Met1 routing:
Scale bar: 10 microns.
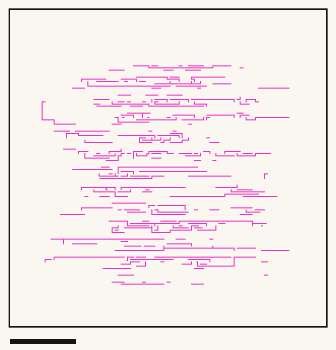
Routed metal per tile:
Scale bar: 10 microns. 10 x 10 tiles, from dark blue (low) to red (high), scaled to the fullest tile. Values are wire area over tile area, all layers added.
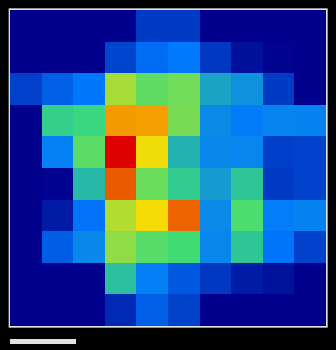
I/O pins on the die edge:
Scale bar: 10 microns. Pins as bars across the die edge, other pins in gray.
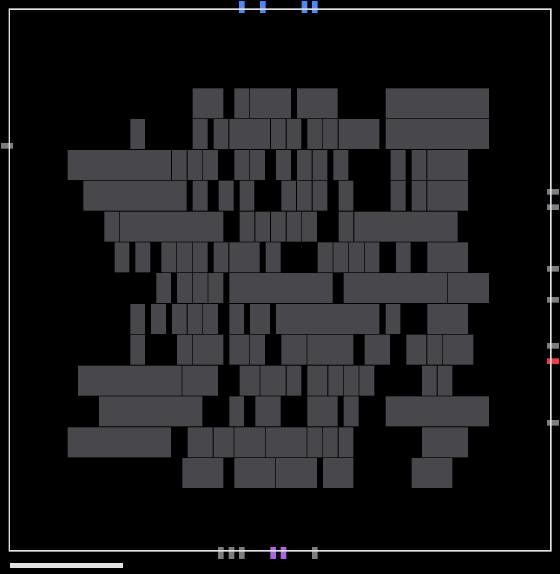
Clock routing:
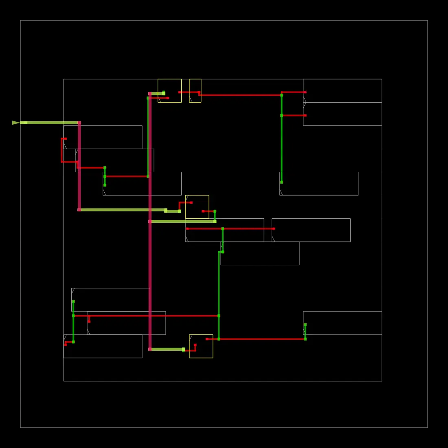
Register map, names as in the netlist:
Scale bar: 10 microns.
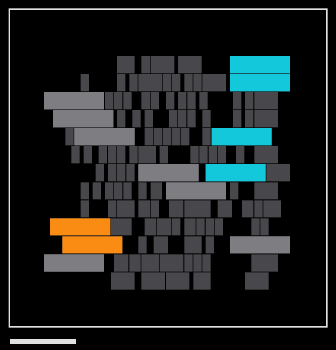
<file path="config.mk">
export PLATFORM = sky130hd
export DESIGN_NAME = barrel_unshifter_flat
export DESIGN_NICKNAME = d
export VERILOG_FILES = /design/src/rtl/barrel_pkg.sv /design/src/rtl/barrel_unshifter_if.sv /design/src/rtl/rot1_unit.sv /design/src/rtl/barrel_unshifter.sv /design/src/flat_wrapper.sv
export SDC_FILE = /design/constraint.sdc
export NUM_CORES = 1
export LEC_CHECK = 0
export ABC_AREA = 1
export CORE_MARGIN = 5
export CORE_UTILIZATION = 49
export CTS_CLUSTER_DIAMETER = 80
export DETAILED_ROUTE_END_ITERATION = 8
export PLACE_DENSITY = 0.83
export SLEW_MARGIN = 20
export SYNTH_ARGS = -nofsm -noshare
export SYNTH_HDL_FRONTEND = slang
export SYNTH_SLANG_ARGS = --single-unit
</file>
<file path="constraint.sdc">
create_clock -name clk_i -period 2.45 [get_ports clk_i]
set_input_delay 0.735 -clock clk_i [delete_from_list [all_inputs] [get_ports clk_i]]
set_output_delay 0.735 -clock clk_i [all_outputs]
set_load 0.05 [all_outputs]
</file>
<file path="src/rtl/barrel_pkg.sv">
// Shared definitions for the barrel shifter / unshifter blocks.
//   state_e  : FSM encoding used by the iterative rotate stages
//   DIR_DER  : rotate right
//   DIR_IZQ  : rotate left
package barrel_pkg;

    typedef enum logic [1:0] {
        IDLE  = 2'b00,
        SHIFT = 2'b01,
        DONE  = 2'b10
    } state_e;

    localparam logic DIR_DER = 1'b1;
    localparam logic DIR_IZQ = 1'b0;

endpackage

</file>
<file path="src/rtl/barrel_unshifter_if.sv">
// Handshake bundle for barrel_unshifter.
//   Upstream   : valid_i, ready_o, d_i, distancia_i, sentido_i
//   Downstream : valid_o, ready_i, q_o
//   Status     : busy_o
// Names are from the unshifter's point of view; the slave modport is the unshifter.
interface barrel_unshifter_if #(
    parameter int unsigned WIDTH = 4
);
    localparam int unsigned DIST_W = $clog2(WIDTH);

    logic              valid_i;
    logic              ready_o;
    logic [WIDTH-1:0]  d_i;
    logic [DIST_W-1:0] distancia_i;
    logic              sentido_i;
    logic              valid_o;
    logic              ready_i;
    logic [WIDTH-1:0]  q_o;
    logic              busy_o;

    modport slave (
        input  valid_i,
        input  d_i,
        input  distancia_i,
        input  sentido_i,
        input  ready_i,
        output ready_o,
        output valid_o,
        output q_o,
        output busy_o
    );

    modport master (
        output valid_i,
        output d_i,
        output distancia_i,
        output sentido_i,
        output ready_i,
        input  ready_o,
        input  valid_o,
        input  q_o,
        input  busy_o
    );

endinterface

</file>
<file path="src/rtl/rot1_unit.sv">
// Combinational single-position rotate.
//   i_data : word to rotate
//   i_dir  : DIR_DER rotates right by one, DIR_IZQ rotates left by one
//   o_data : rotated word
module rot1_unit
    import barrel_pkg::*;
#(
    parameter int unsigned WIDTH = 4
) (
    input  logic [WIDTH-1:0] i_data,
    input  logic             i_dir,
    output logic [WIDTH-1:0] o_data
);

    always_comb begin
        if (i_dir == DIR_DER) begin
            o_data = {i_data[0], i_data[WIDTH-1:1]};
        end else begin
            o_data = {i_data[WIDTH-2:0], i_data[WIDTH-1]};
        end
    end

endmodule

</file>
<file path="src/rtl/barrel_unshifter.sv">
// Iterative un-rotate: restores a word that was rotated by distancia_i positions in
// direction sentido_i, one position per clock.
//   clk_i, rst_ni : clock (rising edge), asynchronous active-low reset
//   bus (slave)   : input handshake (valid_i/ready_o, d_i, distancia_i, sentido_i),
//                   output handshake (valid_o/ready_i, q_o), busy_o status
module barrel_unshifter
    import barrel_pkg::*;
#(
    parameter int unsigned WIDTH = 4
) (
    input  logic               clk_i,
    input  logic               rst_ni,
    barrel_unshifter_if.slave  bus
);

    localparam int unsigned DIST_W = $clog2(WIDTH);

    state_e              r_state;
    state_e              w_state_nxt;
    logic [WIDTH-1:0]    r_data;
    logic [WIDTH-1:0]    w_data_nxt;
    logic [DIST_W-1:0]   r_count;
    logic [DIST_W-1:0]   w_count_nxt;
    logic                r_dir;
    logic                w_dir_nxt;
    logic [WIDTH-1:0]    r_q;
    logic [WIDTH-1:0]    w_q_nxt;
    logic [WIDTH-1:0]    w_rot;

    rot1_unit #(
        .WIDTH (WIDTH)
    ) u_rot1 (
        .i_data (r_data),
        .i_dir  (r_dir),
        .o_data (w_rot)
    );

    always_ff @(posedge clk_i or negedge rst_ni) begin
        if (!rst_ni) begin
            r_state <= IDLE;
            r_data  <= '0;
            r_count <= '0;
            r_dir   <= DIR_IZQ;
            r_q     <= '0;
        end else begin
            r_state <= w_state_nxt;
            r_data  <= w_data_nxt;
            r_count <= w_count_nxt;
            r_dir   <= w_dir_nxt;
            r_q     <= w_q_nxt;
        end
    end

    always_comb begin
        w_state_nxt = r_state;
        w_data_nxt  = r_data;
        w_count_nxt = r_count;
        w_dir_nxt   = r_dir;
        w_q_nxt     = r_q;
        unique case (r_state)
            IDLE: begin
                if (bus.valid_i) begin
                    w_data_nxt  = bus.d_i;
                    w_count_nxt = bus.distancia_i;
                    // Undo by rotating the opposite way.
                    w_dir_nxt   = ~bus.sentido_i;
                    if (bus.distancia_i == '0) begin
                        w_state_nxt = DONE;
                        w_q_nxt     = bus.d_i;
                    end else begin
                        w_state_nxt = SHIFT;
                    end
                end
            end
            SHIFT: begin
                // count is >= 1 on entry, so the decrement never wraps; the zero guard
                // only covers an unreachable encoding.
                if (r_count <= DIST_W'(1)) begin
                    w_state_nxt = DONE;
                    w_data_nxt  = w_rot;
                    w_q_nxt     = w_rot;
                    w_count_nxt = '0;
                end else begin
                    w_data_nxt  = w_rot;
                    w_count_nxt = r_count - DIST_W'(1);
                end
            end
            DONE: begin
                if (bus.ready_i) begin
                    w_state_nxt = IDLE;
                end
            end
            default: begin
                w_state_nxt = IDLE;
            end
        endcase
    end

    // q_o is loaded only on entry to DONE, so it holds the last result through IDLE/SHIFT.
    assign bus.q_o     = r_q;
    assign bus.valid_o = (r_state == DONE);
    assign bus.ready_o = (r_state == IDLE);
    assign bus.busy_o  = (r_state != IDLE);

endmodule

</file>
<file path="src/flat_wrapper.sv">
// flat-port wrapper written by rule: the top's interface ports become plain ports
module barrel_unshifter_flat import barrel_pkg::*;
#(
    parameter int unsigned WIDTH = 4
)
  (clk_i, rst_ni, bus_valid_i, bus_d_i, bus_distancia_i, bus_sentido_i, bus_ready_i, bus_ready_o, bus_valid_o, bus_q_o, bus_busy_o);
  barrel_unshifter_if #(.WIDTH(WIDTH)) bus_i ();
  input  logic clk_i;
  input  logic rst_ni;
  input wire logic [$bits(bus_i.valid_i)-1:0] bus_valid_i;
  input wire logic [$bits(bus_i.d_i)-1:0] bus_d_i;
  input wire logic [$bits(bus_i.distancia_i)-1:0] bus_distancia_i;
  input wire logic [$bits(bus_i.sentido_i)-1:0] bus_sentido_i;
  input wire logic [$bits(bus_i.ready_i)-1:0] bus_ready_i;
  output wire logic [$bits(bus_i.ready_o)-1:0] bus_ready_o;
  output wire logic [$bits(bus_i.valid_o)-1:0] bus_valid_o;
  output wire logic [$bits(bus_i.q_o)-1:0] bus_q_o;
  output wire logic [$bits(bus_i.busy_o)-1:0] bus_busy_o;
  assign bus_i.valid_i = bus_valid_i;
  assign bus_i.d_i = bus_d_i;
  assign bus_i.distancia_i = bus_distancia_i;
  assign bus_i.sentido_i = bus_sentido_i;
  assign bus_i.ready_i = bus_ready_i;
  assign bus_ready_o = bus_i.ready_o;
  assign bus_valid_o = bus_i.valid_o;
  assign bus_q_o = bus_i.q_o;
  assign bus_busy_o = bus_i.busy_o;
  barrel_unshifter #(.WIDTH(WIDTH)) u_core (.clk_i(clk_i), .rst_ni(rst_ni), .bus(bus_i));
endmodule
</file>
==> results.toml <==
# yosys + openroad results
[status]
outcome = "finished clean"

[hold_path]
min-delay-path-class = "reg -> reg"
worstHoldPathCells = 2
min-delay-start = "u_core.bus.q_o[0]"

[die]
row_count = 13
num_io_pins = 18
fp.coreArea_sq_um = 1320

[synth]
synth_largest_type_area_fraction_pct = 46.8
synth.yosys.warnings = 0
synthMostInstantiatedCell = "sky130_fd_sc_hd__nand2_1"
ys_cells = 100
syn_area_sq_um = 696

[finish]
final_layout_size_suffix_gt1_share_pct = 12.4
utilization_pct = 68.6
clockNetworkAreaShare_pct = 2.91
most_frequent_standard_cell_in_the_layout_excluding_fill_and_tap_cells = "sky130_fd_sc_hd__nand2_1"
inverters = 9
logic_gate_count = 78

[run]
cap_viol_max_count = 0

[power]
pg_seq_mw = 0.411
share_comb_of_total_power_pct = 58.6
intPower_mw = 0.634
power_leakage_nw = 0.495
power.net_switching_mw = 0.695
switching_share_pct = 52.3
largestPowerGroup = "combinational logic"

[cts]
cts_post_setup_buffers_inserted = 0
htree_levels = 1
post_cts_resized = 0
clock_tree.root_cell = "sky130_fd_sc_hd__clkbuf_4"

[final_timing]
timing.final.crit_share_pct = 88.7
slew_headroom_pct = 62.1
holdWs_ps = 471
final.setup.tns_ps = 0
post-route-min-period_ps = 2170

[placement]
port_buffers = 17

[setup_path]
worst-setup-path-type = "reg -> out"
end_of_the_worst_register_to_register_path = "u_core.r_state[1]"
worst_ep_required_time_ps = 1710
worst-path-buf-inv = 1

[global_routing]
grt_first_pass_wirelength_mm = 2.34
grt.total_usage_pct = 15.0

[drt]
dr_wl_met2_microns = 664
drc_errors = 0
wl_mm = 1.47
About 'met1 routing':
- share of all routed wire: 44%
- wire length on this layer: 652 microns

About 'routed metal per tile':
- tiles over half the peak: 18%
- densest ninth of the die: middle
- fullest tile: 0.44

About 'I/O pins on the die edge':
- `bus_distancia_i`: purple (pins 2; direction input; edge bottom)
- `bus_valid_o`: red (pins 1; direction output; edge right)
- `bus_d_i`: blue (pins 4; direction input; edge top)
- all pins by edge: 7 right, 6 bottom, 4 top, 1 left

About 'clock routing':
final setup skew: 3.58 ps
Sink Count: 13
Clock Power: 0.139 mW
Seq cells: 13

About 'register map, names as in the netlist':
- `u_core.r_count`: orange (sequential cells 2)
- `u_core.bus.q_o`: cyan (sequential cells 4)

Power and IR drop assume default switching activity.
